$ cat config.mk
export PLATFORM = sky130hd
export DESIGN_NAME = macro_alu_array
export DESIGN_NICKNAME = d
export VERILOG_FILES = /design/src/rtl/macro_alu_array.sv
export SDC_FILE = /design/constraint.sdc
export NUM_CORES = 1
export LEC_CHECK = 0
export CORE_MARGIN = 3
export CORE_UTILIZATION = 46
export DETAILED_ROUTE_END_ITERATION = 7
export PLACE_DENSITY = 0.75
export SLEW_MARGIN = 30
export SYNTH_ARGS = -nofsm -noshare
export SYNTH_HDL_FRONTEND = slang
export SYNTH_SLANG_ARGS = --single-unit
export TNS_END_PERCENT = 10
$ cat constraint.sdc
create_clock -name clock -period 2.55 [get_ports clock]
set_clock_uncertainty 0.2 [all_clocks]
set_input_delay 0.51 -clock clock [delete_from_list [all_inputs] [get_ports clock]]
set_output_delay 0.51 -clock clock [all_outputs]
set_load 0.01 [all_outputs]
$ cat src/rtl/macro_alu_array.sv
// NLANES x WIDTH-bit ALU behind a two-stage valid/ready pipeline with a
// consumed-result counter. Define MACRO_ALU_SAT_EN for saturating ADD/SUB.
module macro_alu_array #(
   parameter int WIDTH  = 4,
   parameter int NLANES = 2,
   parameter int CNTW   = 8
) (
   input  logic                        clock,
   input  logic                        resetb,
   input  logic                        in_valid,
   output logic                        in_ready,
   input  logic [NLANES*WIDTH-1:0]     in_a,
   input  logic [NLANES*WIDTH-1:0]     in_b,
   input  logic [NLANES*2-1:0]         in_sel,
   output logic                        out_valid,
   input  logic                        out_ready,
   output logic [NLANES*(WIDTH+1)-1:0] out_res,
   output logic [NLANES-1:0]           out_zero,
   output logic [CNTW-1:0]             out_count
);

   localparam int RW = WIDTH + 1;

   logic                    s1_valid_q;
   logic [NLANES*WIDTH-1:0] a_q, b_q;
   logic [NLANES*2-1:0]     sel_q;
   logic                    out_valid_q;
   logic [NLANES*RW-1:0]    res_q, res_d;
   logic [NLANES-1:0]       zero_q, zero_d;
   logic [CNTW-1:0]         cnt_q;

   logic                    s2_load;
   logic                    accept;
   logic                    consume;

   logic [WIDTH-1:0]        la, lb;
   logic [1:0]              lsel;
   logic [RW-1:0]           lr;

   assign consume  = out_valid_q & out_ready;
   assign s2_load  = s1_valid_q & (~out_valid_q | out_ready);
   assign in_ready = ~s1_valid_q | s2_load;
   assign accept   = in_valid & in_ready;

   always_comb begin
      res_d  = '0;
      zero_d = '0;
      la     = '0;
      lb     = '0;
      lsel   = '0;
      lr     = '0;
      for (int i = 0; i < NLANES; i++) begin
         la   = a_q[i*WIDTH +: WIDTH];
         lb   = b_q[i*WIDTH +: WIDTH];
         lsel = sel_q[i*2 +: 2];
         case (lsel)
            2'b00: begin
               lr = {1'b0, la} + {1'b0, lb};
`ifdef MACRO_ALU_SAT_EN
               if (lr[WIDTH]) lr = {1'b0, {WIDTH{1'b1}}};
`endif
            end
            2'b01: begin
               // the extra bit of the difference is the borrow
               lr = {1'b0, la} - {1'b0, lb};
`ifdef MACRO_ALU_SAT_EN
               if (lr[WIDTH]) lr = '0;
`endif
            end
            2'b10:   lr = {1'b0, la & lb};
            default: lr = {1'b0, la | lb};
         endcase
         res_d[i*RW +: RW] = lr;
         zero_d[i]         = (lr[WIDTH-1:0] == '0);
      end
   end

   always_ff @(posedge clock or negedge resetb) begin
      if (!resetb) begin
         s1_valid_q  <= 1'b0;
         a_q         <= '0;
         b_q         <= '0;
         sel_q       <= '0;
         out_valid_q <= 1'b0;
         res_q       <= '0;
         zero_q      <= '0;
         cnt_q       <= '0;
      end else begin
         if (accept) begin
            s1_valid_q <= 1'b1;
            a_q        <= in_a;
            b_q        <= in_b;
            sel_q      <= in_sel;
         end else if (s2_load) begin
            s1_valid_q <= 1'b0;
         end
         if (s2_load) begin
            out_valid_q <= 1'b1;
            res_q       <= res_d;
            zero_q      <= zero_d;
         end else if (consume) begin
            out_valid_q <= 1'b0;
         end
         if (consume) cnt_q <= cnt_q + 1'b1;
      end
   end

   assign out_valid = out_valid_q;
   assign out_res   = res_q;
   assign out_zero  = zero_q;
   assign out_count = cnt_q;

endmodule

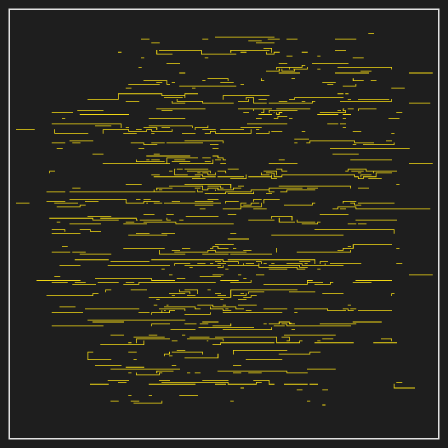
Fig. 1. Met1 routing.
wire length on this layer: 1940 µm
longest straight run: 22.5 µm
Routed Wire Length: 3900 µm
via count: 1609

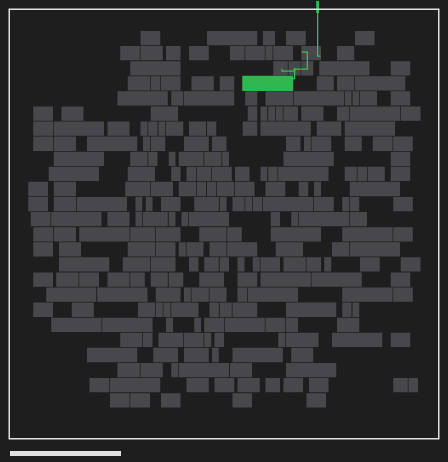
Fig. 2. Nets reached from selected ports.
Bar = 20 µm.
| port | color | direction | edge | end cells | buffers | wire |
|---|---|---|---|---|---|---|
| out_valid | green | output | top | 1 | 1 | 20.1 µm |

==> results_dict.tcl <==
# flow metrics
set metrics [dict create \
    warnings 30 \
    drc 0 \
    ys_seq_elements 42 \
    n_fill_cell 406 \
    status "complete, no violations" \
    numCtsBuffers 5 \
    cp_cell_sequence "clkdlybuf4s50_1, nand3b_1, clkdlybuf4s50_1" \
    ys_seq_frac 0.451 \
    cp_slowest_cell "clkdlybuf4s50_1" \
    clk_latency_ns 0.29 \
    edf_count 0 \
    netlist-cell-type-count 39 \
    top_area_cell "dfrtp_1" \
    syn_nets 244 \
    dp_worst_setup_slack_ns 0.160 \
    max_cap_viol_count 0 \
    power.combinational.fraction 0.431 \
    p_switching_uw 823 \
    synth_top_area_share 0.451 \
    regArea_um2 1050 \
    root_buffer "clkbuf_8" \
    lay_top_cells "44 x clkdlybuf4s50_1, 42 x dfrtp_1, 24 x mux2_2" \
    required_ns 1.84 \
    peakVddDrop_mv 0.388 \
    gp_congestion 0.788 \
]
## per-layer routing
metal	track usage	wire length, µm	vias to the layer above
met3	0.0340	180	5
met5	0	0	-
met2	0.227	1720	39
li1	-	-	816
met1	0.180	1940	749
met4	0.0480	62	0
## state kept, by name (all words and copies together) (netlist names)
name / cells
b_q: 8
s1_valid_q: 1
out_valid: 1
out_zero: 2
sel_q: 4
out_res: 10
out_count: 8
a_q: 8
## power by group through the flow
stage	clock network (mW)	logic [mW]	registers (mW)
final	0.432	1.08	0.989
after global routing	0.473	1.20	1.03
after CTS	0.448	1.08	0.993
after detailed placement	0	1.08	1.01
after global placement	0	1.06	0.996
after floorplan	0	0.611	1.04
## what timing repair did
action | CTS | global route
endpoints found under the hold margin | 0 | 0
endpoints found under the setup margin | 0 | 2
gates resized | 0 | 2
## worst max-delay path, delay by kind of cell
family | cells | cell delay, ns
buffers and inverters | 2 | 1.02
AND/OR/NAND/NOR | 1 | 0.14
## kinds of logic after synthesis
kind of cell	after synthesis	share of synthesized area
simple gates	50	0.116
flops	42	0.451
mux	30	0.142
compound gates	27	0.0785
fa+ha+maj	21	0.116
buf+inv	18	0.0408
xor+xnor	15	0.0564
## area by class of cell
| cell class | instances | share of cell area |
|---|---|---|
| clock buffer | 7 | 0.0291 |
| tap | 67 | 0.0283 |
| multi-input combinational | 143 | 0.402 |
| timing repair buffer | 53 | 0.171 |
| clock inverter | 1 | 0.00169 |
| inverter | 11 | 0.0139 |
| sequential | 42 | 0.355 |
## worst paths after layout
| check | startpoint | endpoint | slack [ns] |
|---|---|---|---|
| min reg2reg | out_res[9] | out_res[9] | 0.28 |
| max | out_ready | in_ready | 0.16 |
| max reg2reg | sel_q[3] | out_zero[1] | 0.16 |
| max in group asynchronous | resetb | b_q[3] | 1.72 |
| min in group clock | out_res[9] | out_res[9] | 0.28 |
| min | resetb | out_res[7] | 0.08 |
## metrics by stage
stage	instance area (µm²)	power, mW
2_1_floorplan	2330	1.65
3_3_place_gp	2860	2.06
3_5_place_dp	2860	2.09
4_1_cts	2960	2.53
5_1_grt	2960	2.69
6_report	2960	2.50
## synthesized netlist by cell type, types with 2 or more instances
library cell	count
xor2_1	3
maj3_1	3
nor2_1	10
mux2i_1	6
a21o_1	2
dfrtp_1	42
ha_1	15
nand2b_1	4
nor3b_1	3
nand2_1	15
a21oi_1	9
nor4b_1	3
o21ai_0	7
xnor2_1	12
buf_6	3
and3_1	2
fa_1	2
buf_2	4
inv_1	11
nor3_1	2
mux2_2	24
o31ai_1	2
nand3_1	3
Power figures rest on the tool's default switching activity, not on a simulated workload.
